`config.mk`:
```
export PLATFORM = sky130hd
export DESIGN_NAME = median_filter_frame_ctrl
export DESIGN_NICKNAME = d
export VERILOG_FILES = /design/src/rtl/median_filter_ctrl_pkg.sv /design/src/rtl/mf_frame_counter.sv /design/src/rtl/median_filter_frame_ctrl.sv
export SDC_FILE = /design/constraint.sdc
export NUM_CORES = 1
export LEC_CHECK = 0
export CAP_MARGIN = 10
export CORE_MARGIN = 2
export CORE_UTILIZATION = 55
export CTS_CLUSTER_SIZE = 14
export DETAILED_ROUTE_END_ITERATION = 12
export PLACE_DENSITY = 0.84
export SLEW_MARGIN = 20
export SYNTH_ARGS = -nofsm -noshare
export SYNTH_HDL_FRONTEND = slang
export SYNTH_HIERARCHICAL = 1
export SYNTH_SLANG_ARGS = --single-unit
```
`constraint.sdc`:
```
create_clock -name clk_i -period 6.22 [get_ports clk_i]
set_input_delay 0.933 -clock clk_i [delete_from_list [all_inputs] [get_ports clk_i]]
set_output_delay 0.933 -clock clk_i [all_outputs]
set_load 0.1 [all_outputs]
```
`src/rtl/median_filter_ctrl_pkg.sv`:
```
// Shared types and constants for the median filter frame-synchronous control logic.
package median_filter_ctrl_pkg;

  typedef enum logic [1:0] {
    StRun   = 2'd0,
    StHold  = 2'd1,
    StApply = 2'd2
  } mf_state_e;

  localparam int unsigned MfCntWidthDefault = 16;

endpackage

```
`src/rtl/mf_frame_counter.sv`:
```
// Pixel/line counter pair for one AXI4-Stream video side; emits a pulse on the last line's tlast.
module mf_frame_counter
  import median_filter_ctrl_pkg::*;
#(
  parameter int unsigned RES_X     = 1920,
  parameter int unsigned RES_Y     = 1080,
  parameter int unsigned CNT_WIDTH = MfCntWidthDefault,
  parameter bit          COUNT_PX  = 1'b1
) (
  input  logic clk_i,
  input  logic rst_n_i,
  input  logic beat_i,
  input  logic eol_i,
  input  logic restart_i,
  output logic idle_o,
  output logic len_err_o,
  output logic done_o
);

  localparam logic [CNT_WIDTH-1:0] PxLast   = CNT_WIDTH'(RES_X - 1);
  localparam logic [CNT_WIDTH-1:0] LineLast = CNT_WIDTH'(RES_Y - 1);

  logic [CNT_WIDTH-1:0] r_px;
  logic [CNT_WIDTH-1:0] r_line;
  logic                 w_line_last;
  logic                 w_eol_beat;

  assign w_line_last = (r_line == LineLast);
  assign w_eol_beat  = beat_i & eol_i & ~restart_i;

  // A restart beat is itself the first pixel of a fresh frame.
  always_ff @(posedge clk_i or negedge rst_n_i) begin
    if (!rst_n_i) begin
      r_px   <= '0;
      r_line <= '0;
    end else if (beat_i) begin
      if (restart_i) begin
        r_px   <= COUNT_PX ? CNT_WIDTH'(1) : '0;
        r_line <= '0;
      end else if (eol_i) begin
        r_px   <= '0;
        r_line <= w_line_last ? '0 : r_line + CNT_WIDTH'(1);
      end else if (COUNT_PX) begin
        r_px <= r_px + CNT_WIDTH'(1);
      end
    end
  end

  assign idle_o    = (r_px == '0) && (r_line == '0);
  assign len_err_o = COUNT_PX & w_eol_beat & (r_px != PxLast);
  assign done_o    = w_eol_beat & w_line_last;

endmodule

```
`src/rtl/median_filter_frame_ctrl.sv`:
```
// Defers CSR filter-enable updates to a drained frame boundary and tracks frame geometry.
module median_filter_frame_ctrl
  import median_filter_ctrl_pkg::*;
#(
  parameter int unsigned FRAME_RES_X = 1920,
  parameter int unsigned FRAME_RES_Y = 1080,
  parameter int unsigned CNT_WIDTH   = MfCntWidthDefault
) (
  input  logic                 clk_i,
  input  logic                 rst_n_i,
  input  logic                 cfg_en_i,
  input  logic                 cfg_upd_i,
  input  logic                 in_valid_i,
  input  logic                 in_ready_i,
  input  logic                 in_sof_i,
  input  logic                 in_eol_i,
  input  logic                 out_valid_i,
  input  logic                 out_ready_i,
  input  logic                 out_eol_i,
  output logic                 in_allow_o,
  output logic                 mf_en_o,
  output logic                 upd_pending_o,
  output logic                 upd_done_o,
  output logic [CNT_WIDTH-1:0] frame_cnt_o,
  output logic                 err_line_len_o,
  output logic                 err_sof_o
);

  mf_state_e            r_state;
  mf_state_e            w_state_nxt;
  logic                 w_allow_nxt;
  logic                 r_in_allow;
  logic                 r_mf_en;
  logic                 r_pending_en;
  logic                 r_upd_pending;
  logic                 r_upd_done;
  logic                 r_inflight;
  logic [CNT_WIDTH-1:0] r_frame_cnt;
  logic                 r_err_line_len;
  logic                 r_err_sof;

  logic w_in_beat;
  logic w_out_beat;
  logic w_in_idle;
  logic w_in_len_err;
  logic w_in_done;
  logic w_sof_restart;
  logic w_out_idle;
  logic w_out_len_err;
  logic w_out_done;
  logic w_unused;

  assign w_in_beat     = in_valid_i & in_ready_i & r_in_allow;
  assign w_out_beat    = out_valid_i & out_ready_i;
  assign w_sof_restart = w_in_beat & in_sof_i & ~w_in_idle;

  mf_frame_counter #(
    .RES_X     (FRAME_RES_X),
    .RES_Y     (FRAME_RES_Y),
    .CNT_WIDTH (CNT_WIDTH),
    .COUNT_PX  (1'b1)
  ) u_in_cnt (
    .clk_i     (clk_i),
    .rst_n_i   (rst_n_i),
    .beat_i    (w_in_beat),
    .eol_i     (in_eol_i),
    .restart_i (w_sof_restart),
    .idle_o    (w_in_idle),
    .len_err_o (w_in_len_err),
    .done_o    (w_in_done)
  );

  mf_frame_counter #(
    .RES_X     (FRAME_RES_X),
    .RES_Y     (FRAME_RES_Y),
    .CNT_WIDTH (CNT_WIDTH),
    .COUNT_PX  (1'b0)
  ) u_out_cnt (
    .clk_i     (clk_i),
    .rst_n_i   (rst_n_i),
    .beat_i    (w_out_beat),
    .eol_i     (out_eol_i),
    .restart_i (1'b0),
    .idle_o    (w_out_idle),
    .len_err_o (w_out_len_err),
    .done_o    (w_out_done)
  );

  assign w_unused = w_in_done ^ w_out_idle ^ w_out_len_err;

  always_comb begin
    w_state_nxt = r_state;
    w_allow_nxt = 1'b0;
    unique case (r_state)
      StRun: begin
        w_allow_nxt = 1'b1;
        if (r_upd_pending && w_in_idle) w_state_nxt = StHold;
      end
      StHold: begin
        // Keep the gate open while a frame that slipped in during the turn-around finishes.
        w_allow_nxt = ~w_in_idle;
        if (!r_inflight && w_in_idle) w_state_nxt = StApply;
      end
      StApply: w_state_nxt = StRun;
      default: w_state_nxt = StRun;
    endcase
  end

  always_ff @(posedge clk_i or negedge rst_n_i) begin
    if (!rst_n_i) begin
      r_state        <= StRun;
      r_in_allow     <= 1'b1;
      r_mf_en        <= 1'b0;
      r_pending_en   <= 1'b0;
      r_upd_pending  <= 1'b0;
      r_upd_done     <= 1'b0;
      r_inflight     <= 1'b0;
      r_frame_cnt    <= '0;
      r_err_line_len <= 1'b0;
      r_err_sof      <= 1'b0;
    end else begin
      r_state    <= w_state_nxt;
      r_in_allow <= w_allow_nxt;
      r_upd_done <= (r_state == StApply);
      if (r_state == StApply) r_mf_en <= r_pending_en;
      // A request landing in the apply cycle stays pending for the next boundary.
      if (cfg_upd_i) begin
        r_pending_en  <= cfg_en_i;
        r_upd_pending <= 1'b1;
      end else if (r_state == StApply) begin
        r_upd_pending <= 1'b0;
      end
      if (w_in_beat && in_sof_i) r_inflight <= 1'b1;
      else if (w_out_done)       r_inflight <= 1'b0;
      if (w_out_done)    r_frame_cnt    <= r_frame_cnt + CNT_WIDTH'(1);
      if (w_in_len_err)  r_err_line_len <= 1'b1;
      if (w_sof_restart) r_err_sof      <= 1'b1;
    end
  end

  assign in_allow_o     = r_in_allow;
  assign mf_en_o        = r_mf_en;
  assign upd_pending_o  = r_upd_pending;
  assign upd_done_o     = r_upd_done;
  assign frame_cnt_o    = r_frame_cnt;
  assign err_line_len_o = r_err_line_len;
  assign err_sof_o      = r_err_sof;

endmodule

```
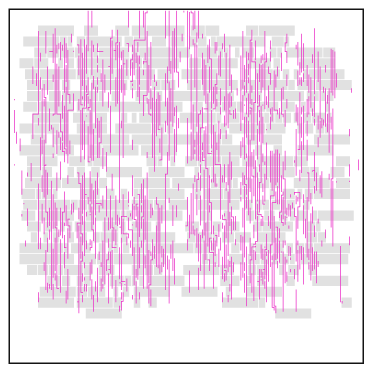
Figure 1: run 1, M2 wires.
(4 px per µm) Cells faint in the background.
share of all routed wire = 50%
nets with wire on the layer = 393
Detailed Route WL: 8560 µm
via total after detailed routing: 3261

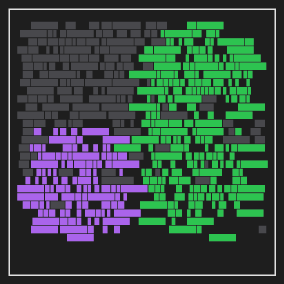
Figure 2: run 1, cells coloured by instance.
(3 px per µm) Other cells in grey.
u_out_cnt -> purple  # cells 107
u_in_cnt -> green  # cells 205
not coloured = 136

==> run notes, run 1 <==
Implementation status.

- The root cell of the clock tree is clkbuf_8.
- The layer with the highest usage after global routing is met2.
- Clock cells make up 4.41% of the layout cell area.
- The script logs the mean routed wire length per placed instance as ~16 µm.
- The met3 layer usage reported by global route is under 10%.
- The layout clock buffer count is 14.
- The required time at the worst endpoint is listed as roughly 6.5 ns.
- The timing report notes that buffer and inverter cells on the critical path total 1.
- The element type at the critical path start is a flop.
- For reference, the final report shows the max-slew violation count at 0.
- At the later pin of the worst-skew pair, clock insertion delay measures around 0.35 ns.
- The top routing layer in use is met4.
- For the clock group, total power comes out at between 0.0003 and 0.0004 W.
- The total CTS buffers is 9.
- The final layout net count is between 400 and 500.
- Dividing total power by cell area gives a power density of around 240 nW/µm².
- Following the worst setup path forward leads to its endpoint at u_in_cnt/r_px[15].
- The routed design uses roughly 4300 µm of met2 wire.
- met2 track demand over resource after global routing is 37.9%.
- The number of clock sinks is between 70 and 80.
- In this run, the number of DRC markers left after iteration 0 of detailed routing was slightly below 200.
- RePlAce ended its routability-driven mode at a weighted congestion of around 0.83.
- In the final timing run, aggregate negative setup slack is 0 ns.
- Grouping stages by cell kind, the critical path spends the most delay in simple AND/OR/NAND/NOR gates.
- The period utilization is ~53%.
- The final timing report lists a hold violation count of 0.
- The timing startpoint of the critical path is u_in_cnt/r_px[0].
- Among all stages on the critical path, the largest delay is contributed by o21ai_1.
- The cell count after placement is 528.
- Setup repair after global routing left no endpoint under its margin.
- Looking at the reg2reg group, the worst path ends at u_in_cnt/r_px[15].
- The run finished with clean final reports.
- Across the routed clock network, the largest skew measured is 0.00836 ns.
- In this run the maximum-capacitance check reported violations numbering 0.
- Global routing finished with a remaining overflow of 0.
- The die is ~88 µm tall.
- The worst slack on hold paths is about 0.47 ns.
- Looking at the VDD voltage map, the peak drop is roughly 140 µV.
- The via count of the first global-routing pass is 3048.
- The endpoint kind of the worst setup timing path is a flop.
- The dominant kind of cell by area is combinational gates.
- The cell leakage power is 1.93 nW.
- The synthesized instance count is between 400 and 500.
- TritonCTS built the clock tree.
- Summed over all nets, the half-perimeter wirelength after detailed placement is roughly 5700 µm.
- The fmax is between 300 and 400 MHz.
- In this run the tightest slew margin relative to its limit is between 30% and 40%.
- The antenna diode instance count is 0.
- Nets still carrying antenna violations after routing amount to 0.
- The number of post-CTS setup repair buffers is 0.
- The fraction of power spent switching nets is 28.6%.
- Per the layout area report, the combinational gate area comes to ~1900 µm².
- The number of antenna violations at the first check in global routing came to 0.
- Entering global routing, the biggest net connects about 75 pins.
- In the per-layer breakdown of the detailed-route log, met1 shows roughly 3800 µm.
- The worst setup slack after layout is ~3 ns.
- The power dissipated in sequential cells is ~0.00054 W.
- Before placement the cells fill a little under three fifths of the core.
- Buffers inserted to repair hold after CTS numbered 0.
- The iteration count of the initial detailed-routing pass is 4.
- The leading power group is sequential cells.
- The logic depth of the worst register-to-register path is 11.
- The count of buffers inserted at the top-level ports is 32.
- The routed length on met3 is roughly 350 µm.
- The total net switching power is between 0.0003 and 0.0004 W.
- The final layout report lists a non-clock buffer count of 33.
- All stages included, the depth of the critical timing path comes to 11.
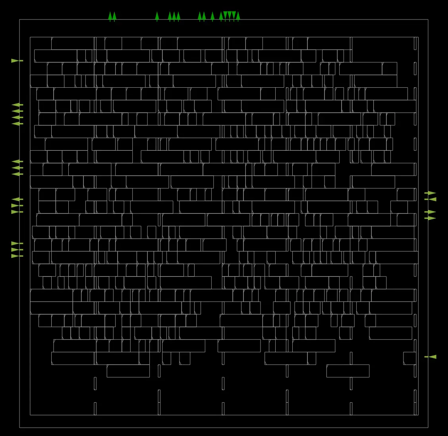
Figure 3: run 1, placement view.
layout filler cell count: 535
sequential share of cell area: 41.3%
core area: 6830 µm²
seq_cells: 74
post-route non-filler standard cell count: 544

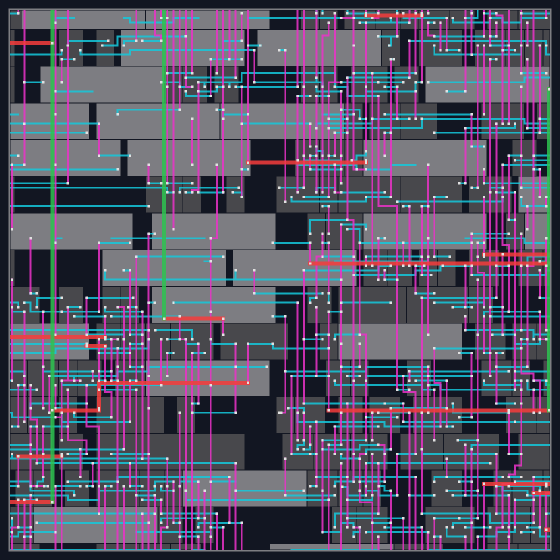
Figure 4: run 1, close-up of the layout.
Region (24, 24) to (64, 64) µm. Cells in grey, sequential cells in the stronger grey; small squares are vias.
M3 -> red
M2 -> magenta
M4 -> green
M1 -> cyan
cells with their middle in the window = 138
sequential cells in the window = 23
most frequent = dfrtp_1 (23), nand2_1 (16), nor2_1 (12)
netlist names of flops here include = u_out_cnt/r_line (6), frame_cnt_o (4), u_in_cnt/r_line (4)

==> run 2, diff against run 1 <==
==> constraint.sdc (replaced) <==
create_clock -name clk_i -period 3.4 [get_ports clk_i]
set_input_delay 0.51 -clock clk_i [delete_from_list [all_inputs] [get_ports clk_i]]
set_output_delay 0.51 -clock clk_i [all_outputs]
set_load 0.1 [all_outputs]
==> run notes, run 2 <==
Implementation status.

- The final weighted congestion of routability-driven global placement is 0.856 (+2.6%).
- The power dissipated in sequential cells is 0.000991 W (+83%).
- The count of instances resized after the clock tree is built is 0.
- The routed length on met3 came to 408 µm (+17%).
- The number of rows in the core area is 30.
- Before CTS, the worst setup slack after placement is 0.404 ns.
- The endpoint kind of the worst setup timing path is a flop.
- The mean cell area of the mapped netlist is 9.54 µm².
- The worst setup slack after layout is 0.410 ns (-2.51 ns).
- The worst setup path is launched from a flop.
- The number of antenna violations at the first check in global routing is 0 (unchanged).
- The cell count after placement came to 530 (+0.38%).
- The share of cell area taken by flip-flops and latches is 40.9% (-0.40 points).
- The final hold violation count was 0 (unchanged).
- The placed wire-length estimate is 5670 µm (-0.92%).
- Per the detail_route log, the uppermost layer with routed signals is met4.
- The end of the worst register-to-register path is u_in_cnt/r_px[15].
- The wire length per cell is 15.3 µm (-2.6%).
- The worst-case headroom to the max-slew limit came to 34.2% (-0.12 points).
- The die span in y was 88.1 µm (unchanged).
- The number of gates on the worst path with buffers counted is 10 (-1).
- Counting along the longest clock path gives a buffer depth of 2.
- The met3 layer usage reported by global route is 6.88% (+0.094 points).
- The setup TNS after final layout came to 0 ns (unchanged).
- The slew at the pin closest to its max-slew limit is slightly below 1 ns.
- The fraction of area in clock buffers and inverters is 5.00% (+0.59 points).
- The logic depth of the worst register-to-register path is 10 (-1).
- The effective utilization at floorplan is 57.0% (unchanged).
- The core area was 6830 µm² (unchanged).
- The clock latency at the later pin of the worst-skew pair is 0.36 ns (about the same).
- The number of flip-flops and latches is 74 (unchanged).
- The final cell count without fillers came to 546 (+0.37%).
- The kind of cell with the highest combined delay along the critical path is simple AND/OR/NAND/NOR gates.
- The buffers plus inverters on the worst setup path is 1 (unchanged).
- The critical register-to-register path startpoint is u_in_cnt/r_px[0].
- The number of buffers inserted for hold repair after clock tree synthesis is 0 (unchanged).
- The antenna diode instance count was 0 (unchanged).
- The worst endpoint required time was 3.70 ns (-2.81 ns).
- The total net switching power is 0.000599 W (+95%).
- The number of fill cells came to 528 (-1.3%).
- The leading power group is sequential cells.
- The total grt overflow came to 0 (unchanged).
- The via count of the first global-routing pass is 2997 (-1.7%).
- The power density over cell area is 456 nW/µm² (+90%).
- The largest voltage drop on the vdd net was 283 µV (+100%).
- The area taken by multi-input logic gates is 1920 µm² (unchanged).
- Among the stages of the critical path, the cell type that occurs most often is nor2_1.
- The met2 track demand over resource in global routing is 35.4% (-2.5 points).
- The number of instances in the synthesized netlist is 408 (unchanged).
- The cell leakage power is 1.95 nW (+1.0%).
- The fmax is 334 MHz (+10%).
- The layout cell share with drive strength beyond 1 is 9.11%.
- The total CTS buffers is 9 (unchanged).
- The layout report gives the multi-input gate share of total cell area as about 42%.
- The clock distribution power is 0.000791 W (+110%).
- The dominant kind of cell by area is combinational gates.
- The count of nets left with antenna violations after detail routing was 0 (unchanged).
- The iteration count of the initial detailed-routing pass is 5 (+1).
- Multi-input combinational cells in the finished layout were counted as slightly above 300.
- The count of buffers inserted at the top-level ports is 32 (unchanged).
- The DRC marker count from the first detailed-route iteration is 158 (-19%).
- The number of well-tap cells placed is between 90 and 100.
- The routed wire length on met2 was 4070 µm (-4.3%).
- The number of post-CTS setup repair buffers was 0 (unchanged).
- Tracing the worst setup path back leads to its startpoint at u_in_cnt/r_px[0].
- The period utilization came to 87.9% (+35 points).
- TritonCTS built the clock tree.
- The worst slack on hold paths came to 0.279 ns (-0.193 ns).
- The number of clock sinks is 74 (unchanged).
- The layout clock buffer count is 11 (-3).
- The layer with the highest usage after global routing is met2.
- The flow ran to the end, and the final reports show no timing, DRC or antenna violations.
- The root buffer cell chosen for the clock tree is clkbuf_8.
- Setup repair after global routing left no endpoint under its margin.
- The maximum number of pins on one net before global-route repair came to 75 (unchanged).
- Per STA, the endpoint of the critical path is u_in_cnt/r_px[15].
- The fraction of power consumed by combinational cells is a little over an eighth.
- The detailed-route wire length on metal 1 is 3720 µm (-2.9%).
- The final max-slew violation count is 0 (unchanged).
- The routed wire length is 8360 µm (-2.2%).
- The fraction of power spent switching nets is 29.0% (+0.46 points).
- The final layout net count is 463 (+0.43%).
- The final setup skew is 0.00827 ns (-0.0000838 ns).
- The non-clock buffer instance count of the final layout came to 35 (+6.1%).
- The total via count after detailed routing was 3255 (-0.18%).
- The count of maximum capacitance violations is 0 (unchanged).
- For this design, the slowest cell found on the critical path is o21a_1.
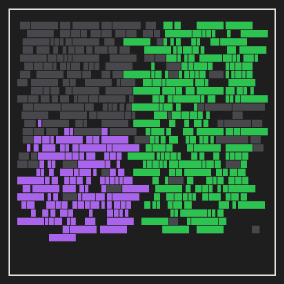
Figure 5: run 2, cells coloured by instance.
(3 px per µm) Other cells in grey.
u_in_cnt -> green  # cells 206
u_out_cnt -> purple  # cells 107

Power figures rest on the tool's default switching activity, not on a simulated workload.
